==> src/rtl/imm_decode_if.sv <==
// imm_decode_if: instruction-in / decoded-fields-out handshake bundle for
// imm_decode_stage. master = producer/consumer side, slave = the stage.
interface imm_decode_if #(
    parameter int WIDTH = 16
);
    logic             in_valid;
    logic             in_ready;
    logic [31:0]      in_instr;
    logic             out_valid;
    logic             out_ready;
    logic [WIDTH-1:0] out_imm;
    logic             out_sext;
    logic             out_has_imm;
    logic             out_illegal;
    logic [4:0]       out_rs;
    logic [4:0]       out_rt;
    logic [7:0]       illegal_cnt;

    modport master (
        output in_valid, in_instr, out_ready,
        input  in_ready, out_valid, out_imm, out_sext, out_has_imm,
               out_illegal, out_rs, out_rt, illegal_cnt
    );

    modport slave (
        input  in_valid, in_instr, out_ready,
        output in_ready, out_valid, out_imm, out_sext, out_has_imm,
               out_illegal, out_rs, out_rt, illegal_cnt
    );
endinterface

==> src/rtl/imm_decode_stage.sv <==
// imm_decode_stage: decodes the immediate field and extend select of a MIPS
// instruction and holds it for the immediate extender behind a 2-entry skid
// buffer (EMPTY/ONE/TWO). in_ready depends on registered state only, so there
// is no combinational path from out_ready to in_ready.
// WIDTH (legal 1..16) selects instr[WIDTH-1:0] as the immediate field.
// Optional feature: define IMM_DECODE_ILLEGAL_CNT_EN to build a saturating
// 8-bit counter of illegal words leaving the stage; otherwise illegal_cnt = 0.
module imm_decode_stage #(
    parameter int WIDTH = 16
) (
    input  logic         clk,
    input  logic         rst_n,
    imm_decode_if.slave  bus
);

    typedef struct packed {
        logic [WIDTH-1:0] imm;
        logic             sext;
        logic             has_imm;
        logic             illegal;
        logic [4:0]       rs;
        logic [4:0]       rt;
    } entry_t;

    typedef enum logic [1:0] {
        EMPTY = 2'd0,
        ONE   = 2'd1,
        TWO   = 2'd2
    } state_t;

    state_t state;
    entry_t main_q;
    entry_t skid_q;
    entry_t in_dec;
    logic   in_fire;
    logic   out_fire;

    // Opcode decode done at load time so the buffered entries are final.
    function automatic entry_t decode(input logic [31:0] instr);
        entry_t e;
        e    = '0;
        e.rs = instr[25:21];
        e.rt = instr[20:16];
        case (instr[31:26])
            6'b001000, 6'b001001, 6'b001010, 6'b001011,
            6'b100011, 6'b101011, 6'b000100, 6'b000101: begin
                e.sext    = 1'b1;
                e.has_imm = 1'b1;
            end
            6'b001100, 6'b001101, 6'b001110, 6'b001111: begin
                e.has_imm = 1'b1;
            end
            6'b000000, 6'b000010, 6'b000011: begin
                e.has_imm = 1'b0;
            end
            default: begin
                e.illegal = 1'b1;
            end
        endcase
        // Words without an immediate present zero to the extender.
        if (e.has_imm) e.imm = instr[WIDTH-1:0];
        return e;
    endfunction

    assign in_dec   = decode(bus.in_instr);
    assign in_fire  = bus.in_valid & bus.in_ready;
    assign out_fire = bus.out_valid & bus.out_ready;

    assign bus.in_ready    = rst_n & (state != TWO);
    assign bus.out_valid   = (state != EMPTY);
    assign bus.out_imm     = main_q.imm;
    assign bus.out_sext    = main_q.sext;
    assign bus.out_has_imm = main_q.has_imm;
    assign bus.out_illegal = main_q.illegal;
    assign bus.out_rs      = main_q.rs;
    assign bus.out_rt      = main_q.rt;

    // Skid-buffer FSM: main feeds the outputs, skid catches one word of backpressure.
    always_ff @(posedge clk or negedge rst_n) begin
        if (!rst_n) begin
            state  <= EMPTY;
            main_q <= '0;
            skid_q <= '0;
        end else begin
            case (state)
                EMPTY: begin
                    if (in_fire) begin
                        main_q <= in_dec;
                        state  <= ONE;
                    end
                end
                ONE: begin
                    if (in_fire && out_fire) begin
                        main_q <= in_dec;
                    end else if (in_fire) begin
                        skid_q <= in_dec;
                        state  <= TWO;
                    end else if (out_fire) begin
                        state  <= EMPTY;
                    end
                end
                TWO: begin
                    if (out_fire) begin
                        main_q <= skid_q;
                        state  <= ONE;
                    end
                end
                default: state <= EMPTY;
            endcase
        end
    end

`ifdef IMM_DECODE_ILLEGAL_CNT_EN
    logic [7:0] cnt_q;

    // Count illegal words as they leave; stick at 8'hFF.
    always_ff @(posedge clk or negedge rst_n) begin
        if (!rst_n) begin
            cnt_q <= 8'h00;
        end else if (out_fire && main_q.illegal && (cnt_q != 8'hFF)) begin
            cnt_q <= cnt_q + 8'd1;
        end
    end

    assign bus.illegal_cnt = cnt_q;
`else
    assign bus.illegal_cnt = 8'h00;
`endif

endmodule

==> src/flat_wrapper.sv <==
// flat-port wrapper written by rule: the top's interface ports become plain ports
module imm_decode_stage_flat 
#(
    parameter int WIDTH = 16
)
  (clk, rst_n, bus_in_valid, bus_in_instr, bus_out_ready, bus_in_ready, bus_out_valid, bus_out_imm, bus_out_sext, bus_out_has_imm, bus_out_illegal, bus_out_rs, bus_out_rt, bus_illegal_cnt);
  imm_decode_if #(.WIDTH(WIDTH)) bus_i ();
  input  logic clk;
  input  logic rst_n;
  input wire logic [$bits(bus_i.in_valid)-1:0] bus_in_valid;
  input wire logic [$bits(bus_i.in_instr)-1:0] bus_in_instr;
  input wire logic [$bits(bus_i.out_ready)-1:0] bus_out_ready;
  output wire logic [$bits(bus_i.in_ready)-1:0] bus_in_ready;
  output wire logic [$bits(bus_i.out_valid)-1:0] bus_out_valid;
  output wire logic [$bits(bus_i.out_imm)-1:0] bus_out_imm;
  output wire logic [$bits(bus_i.out_sext)-1:0] bus_out_sext;
  output wire logic [$bits(bus_i.out_has_imm)-1:0] bus_out_has_imm;
  output wire logic [$bits(bus_i.out_illegal)-1:0] bus_out_illegal;
  output wire logic [$bits(bus_i.out_rs)-1:0] bus_out_rs;
  output wire logic [$bits(bus_i.out_rt)-1:0] bus_out_rt;
  output wire logic [$bits(bus_i.illegal_cnt)-1:0] bus_illegal_cnt;
  assign bus_i.in_valid = bus_in_valid;
  assign bus_i.in_instr = bus_in_instr;
  assign bus_i.out_ready = bus_out_ready;
  assign bus_in_ready = bus_i.in_ready;
  assign bus_out_valid = bus_i.out_valid;
  assign bus_out_imm = bus_i.out_imm;
  assign bus_out_sext = bus_i.out_sext;
  assign bus_out_has_imm = bus_i.out_has_imm;
  assign bus_out_illegal = bus_i.out_illegal;
  assign bus_out_rs = bus_i.out_rs;
  assign bus_out_rt = bus_i.out_rt;
  assign bus_illegal_cnt = bus_i.illegal_cnt;
  imm_decode_stage #(.WIDTH(WIDTH)) u_core (.clk(clk), .rst_n(rst_n), .bus(bus_i));
endmodule
==> config.mk <==
export PLATFORM = sky130hd
export DESIGN_NAME = imm_decode_stage_flat
export DESIGN_NICKNAME = d
export VERILOG_FILES = /design/src/rtl/imm_decode_if.sv /design/src/rtl/imm_decode_stage.sv /design/src/flat_wrapper.sv
export SDC_FILE = /design/constraint.sdc
export NUM_CORES = 1
export LEC_CHECK = 0
export CORE_MARGIN = 10
export CORE_UTILIZATION = 49
export CTS_BUF_LIST = sky130_fd_sc_hd__clkbuf_16
export DETAILED_ROUTE_END_ITERATION = 8
export GPL_TIMING_DRIVEN = 0
export PLACE_DENSITY = 0.83
export SYNTH_ARGS = -nofsm -noshare
export SYNTH_HDL_FRONTEND = slang
export SYNTH_SLANG_ARGS = --single-unit
==> constraint.sdc <==
create_clock -name clk -period 1.85 [get_ports clk]
set_input_delay 0.2775 -clock clk [delete_from_list [all_inputs] [get_ports clk]]
set_output_delay 0.2775 -clock clk [all_outputs]
set_load 0.05 [all_outputs]
run_1/layer_met2.png
Drawn at 4 px/µm.
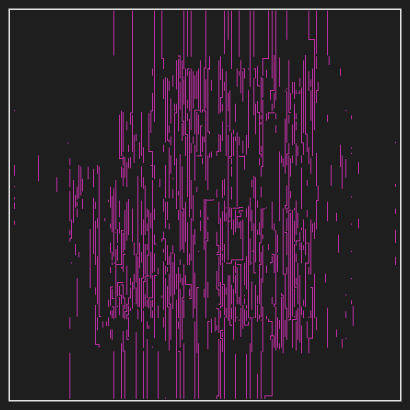
wire length on this layer = 3950 µm
main direction = vertical
share of all routed wire = 52%
longest straight run = 37.4 µm
nets with wire on the layer = 367

run_1/layer_met3.png
Drawn at 6 px/µm.
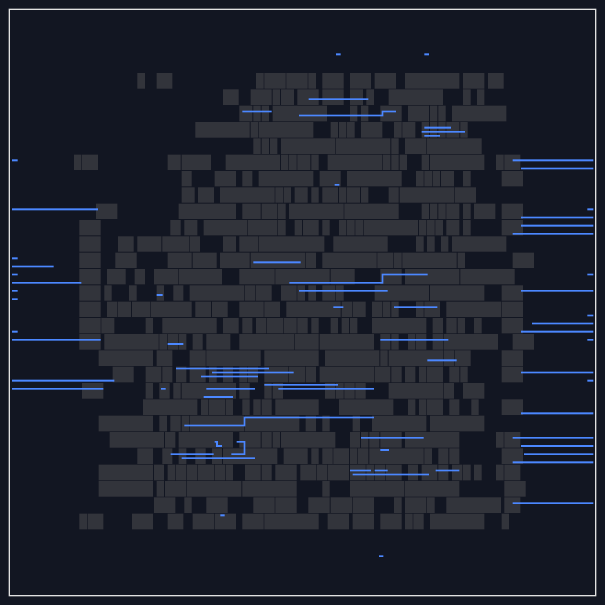
main direction = horizontal
longest straight run = 21.4 µm
routed vias: 2602
final wirelength: 7636 µm
GRT met3 Usage: 0.05050

run_1/layer_met4.png
Drawn at 4 px/µm. Supply wires on this layer in grey.
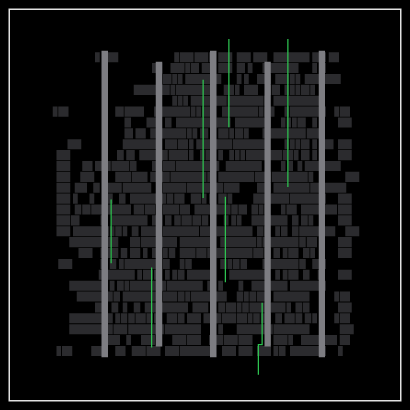
nets with wire on the layer = 6
wire length on this layer = 163 µm
main direction = vertical
longest straight run = 36.7 µm

run_1/congestion.png
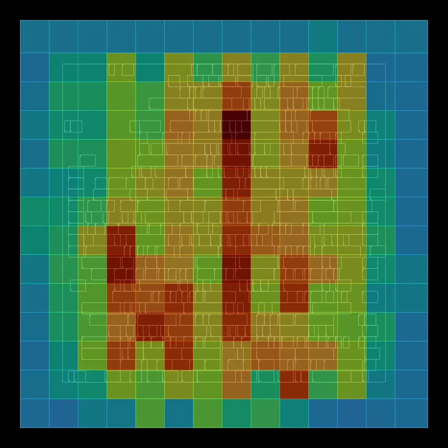
Layout Utilization: 0.6828
met2 Use GR: 0.2759
global routing's busiest layer: met2
WL/cell: 15.81 µm

==> impl_metrics.toml, run 1 <==
# implementation run metrics
[detailed_routing]
firstDrtPassIters = 4
wl_met1_um = 2973
wl_met2_um = 3946
top_layer_used = "met4"

[run_status]
status = "complete, no violations"

[clock_tree]
clk_pin_slew_ns = 0.05
cts_hold_buf = 0
cts.sinks = 60

[die]
rows = 28
coreArea_um2 = 5886
io_pins = 75

[final_timing]
hold_viol_final = 0
rsz0062_at_grt = "false"

[critical_path]
path_cells = "clkdlybuf4s50_1"
r2r_setup_slack_ns = 0.37
worstPathArrival_ns = 1.52

[yosys]
simple_gate_area_frac = 0.2174

[run]
warning_count = 27

[pwr]
leakagePower_uw = 0.001751

[global_route]
grt_max_degree = 66
run 1: state kept, by name, summed over array words and instances, names as in the netlist:
register                count
u_core.bus.out_has_imm      1
u_core.bus.out_rs           5
u_core.bus.out_illegal      1
u_core.bus.out_rt           5
u_core.state                2
u_core.skid_q              29
u_core.bus.out_imm         16
u_core.bus.out_sext         1
run 1: through the flow:
stage / total power [µW] / TNS (ns) / setup slack [ns] / hold slack (ns) / cell area (µm²)
6_report: 5083 / 0 / 0.05515 / 0.04501 / 4019
5_1_grt: 5315 / 0 / 0.0006640 / 0.1038 / 4019
4_1_cts: 5115 / -0.01349 / -0.01349 / 0.07216 / 4013
3_5_place_dp: 3496 / -1.648 / -0.4232 / 0.4187 / 3720
3_3_place_gp: 3453 / -220.81 / -2.419 / 0.4567 / 3722
2_1_floorplan: 2879 / 0 / 0.2941 / -0.01809 / 2968
run 1: final cells by class:
class,count,area (µm²),area share
timing repair buffer,67,658.1,0.1638
inverter,1,3.754,0.0009340
clock inverter,7,67.56,0.01681
sequential,60,1503,0.3739
buffer,27,230.2,0.05729
multi-input combinational,237,1237,0.3079
clock buffer,9,225.2,0.05604
tap,75,93.84,0.02335
run 1: cell usage after synthesis (all sizes together):
library cell,n
nand2b,4
conb,1
o21a,1
nand3,1
a21oi,20
o31ai,1
o211ai,16
a31oi,13
or2,2
nor3b,1
o21bai,2
buf,25
and3b,1
nand3b,2
nor3,1
o21ai,38
dfrtp,60
mux2,1
inv,1
o22ai,1
and2,1
nor2b,2
and4b,1
nor4b,1
nand2,89
nor2,30
clkbuf,2
run 1: logic make-up (layout without fill, tap and decap cells):
kind of cell | Yosys count | in the layout
AND/OR/NAND/NOR | 136 | 136
AND-OR/OR-AND | 92 | 92
flip-flops | 60 | 60
buffers and inverters | 28 | 111
other | 1 | 8
multiplexers | 1 | 1
run 1: what timing repair did:
action                                  in CTS  in global routing
pin swaps                                    0                  0
resized                                      9                  3
setup buffers                                0                  1
endpoints found under the setup margin       2                  2
run 1: report_power, final:
part / switching [µW] / internal, µW
sequential: 165 / 1620
clock: 578 / 1030
combinational: 1090 / 598
total: 1830 / 3250
run 1: per-layer routing:
metal | global-route usage | vias up
met1 | 0.1771 | 1247
met3 | 0.05050 | 15
met4 | 0.06935 | 0
met5 | 0 | -
met2 | 0.2759 | 104
li1 | - | 1236
run 1: final timing paths:
| path | startpoint | endpoint |
|---|---|---|
| worst max-delay path | u_core.bus.out_rt[1] | bus_out_rt[1] |
| worst min-delay path | rst_n | u_core.bus.out_imm[6] |
| worst max register to register | u_core.state[1] | u_core.skid_q[10] |
| worst min register to register | u_core.skid_q[17] | u_core.skid_q[17] |
| max in group asynchronous | rst_n | u_core.state[0] |
| min in group clk | u_core.skid_q[17] | u_core.skid_q[17] |
run 1: worst register-to-register path: stages, from the launching register on:
cell      delay, ns
dfrtp_1        0.48
nand3b_4       0.23
nor2_4         0.29
mux2_2         0.38
run_1/layer_met1.png
Drawn at 4 px/µm. Supply wires on this layer in grey.
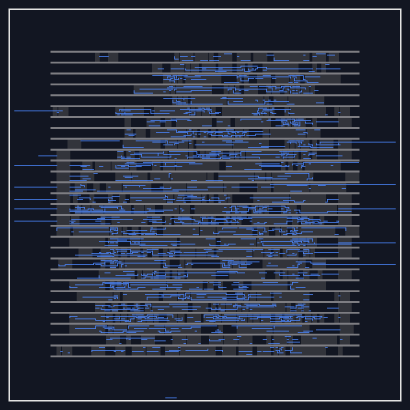

## Run 2: what changed since run 1
--- a/config.mk
+++ b/config.mk
@@ -5,12 +5,10 @@
 export SDC_FILE = /design/constraint.sdc
 export NUM_CORES = 1
 export LEC_CHECK = 0
-export CORE_MARGIN = 10
-export CORE_UTILIZATION = 49
-export CTS_BUF_LIST = sky130_fd_sc_hd__clkbuf_16
+export CORE_UTILIZATION = 40
 export DETAILED_ROUTE_END_ITERATION = 8
 export GPL_TIMING_DRIVEN = 0
-export PLACE_DENSITY = 0.83
+export PLACE_DENSITY = 0.7
 export SYNTH_ARGS = -nofsm -noshare
 export SYNTH_HDL_FRONTEND = slang
 export SYNTH_SLANG_ARGS = --single-unit
run_2/layer_met1.png
Drawn at 6 px/µm. Supply wires on this layer in grey.
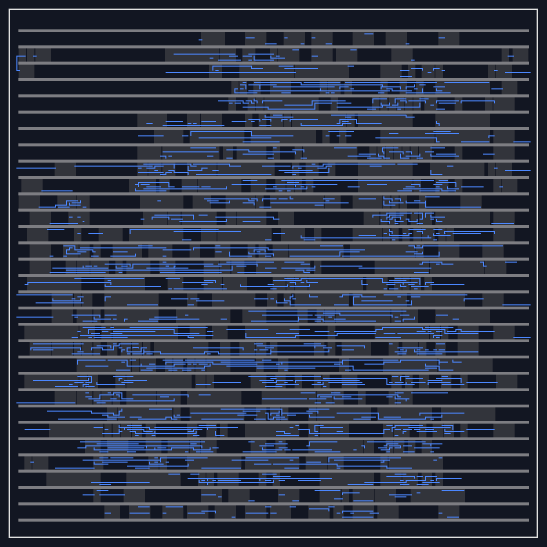
main direction = horizontal
nets with wire on the layer = 381
longest straight run = 27.6 µm
share of all routed wire = 45%
met1 Use GR: 0.2489
routed vias: 2545
final wirelength: 7104 µm

==> impl_metrics.toml, run 2 <==
# implementation run metrics
[run_status]
status = "complete, no violations"

[critical_path]
path_cells = "clkdlybuf4s50_1"
timing.rr.start = "u_core.state[1]"
worstPathArrival_ns = 1.50

[die]
io_pins = 75
coreArea_um2 = 6944

[final_layout]
regArea_um2 = 1504
logic_area_um2 = 1237
regMostFlops = "u_core.skid_q"
largest_reg_flops = 29
design_area_um2 = 4031

[clock_tree]
clk_pin_slew_ns = 0.08
cts.sinks = 60

[pwr]
power_frac_comb = 0.334
leakagePower_uw = 0.001743
p_clk_frac = 0.312
pwr-share-seq = 0.354
power_switching_uw = 1766
switching_share = 0.3515
p_int_uw = 3258

[placed_design]
placed_cell_area_um2 = 3746
place_ws_ns = -0.4159

[final_timing]
layout_setup_ws_ns = 0.06821
hold_viol_final = 0
rsz0062_at_grt = "false"
setup_viol = 0

[global_route]
grt_max_degree = 66

[detailed_routing]
wire_per_inst_um = 14.07
firstDrtPassIters = 4
drt_iter0_markers = 148

[yosys]
top_cells_by_count = "nand2_1 (87), dfrtp_1 (60), nor2_1 (28), o21ai_1 (22), a21oi_1 (19)"
synth-edff-count = 0
top_cell = "nand2_1"
yosysCellCount = 318
synthFlopType = "dfrtp_1"
run 2: cell counts after synthesis:
Identical to the previous run, type by type.
run 2: cell families after synthesis:
kind of cell	share of synthesized area
buf+inv	0.07869
compound gates	0.1884
mux	0.003828
simple gates	0.2174
other cells	0.001275
flops	0.5104
run 2: power groups by stage:
stage	Clock, µW	Combinational [µW]	Sequential, µW
after CTS	1590	1690	1780
after detailed placement	0	1660	1810
final	1570	1680	1780
after floorplan	0	505	2370
after global placement	0	1640	1800
after global routing	1660	1780	1810
run 2: what timing repair did:
action / CTS / global route
buffers inserted: 2 / 0
pin swaps: 0 / 0
setup endpoints to repair: 2 / 1
hold buffers: 0 / 0
resized: 12 / 1
run 2: worst paths after layout:
kind / endpoint / slack [ns] / cells past startpoint
worst min-delay path: u_core.bus.out_imm[9] / 0.04 / 1
worst max register to register: u_core.skid_q[10] / 0.38 / 3
min in group clk: u_core.skid_q[12] / 0.48 / 2
worst min register to register: u_core.skid_q[12] / 0.48 / 2
worst max-delay path: bus_out_imm[1] / 0.07 / 1
max in group asynchronous: u_core.state[0] / 1.22 / 1
run 2: area by class of cell:
type                       count  area share
buffer                        27     0.05711
clock buffer                  10     0.03166
clock inverter                 6     0.03383
inverter                       1   0.0009311
multi-input combinational    237      0.3070
sequential                    60      0.3731
tap                           96     0.02980
timing repair buffer          68      0.1667
run 2: through the flow:
step	util	hold slack, ns	TNS (ns)	total power, µW
after floorplan	-	-0.01809	0	2879
after global placement	0.5398	0.4572	-232.04	3445
after detailed placement	0.5395	0.4224	-2.291	3471
after CTS	0.5804	0.06027	0	5055
after global routing	0.5805	0.09748	0	5255
final	0.5805	0.04219	0	5024
run 2: routing by layer:
| layer | vias to the layer above | track usage | part of all wire |
|---|---|---|---|
| met5 | - | 0 | 0 |
| met4 | 0 | 0.1058 | 0.020 |
| met3 | 12 | 0.04241 | 0.050 |
| met2 | 85 | 0.3094 | 0.48 |
| met1 | 1207 | 0.2489 | 0.45 |
| li1 | 1241 | - | - |
No activity file was given, so power comes from the tool's default toggle rates.
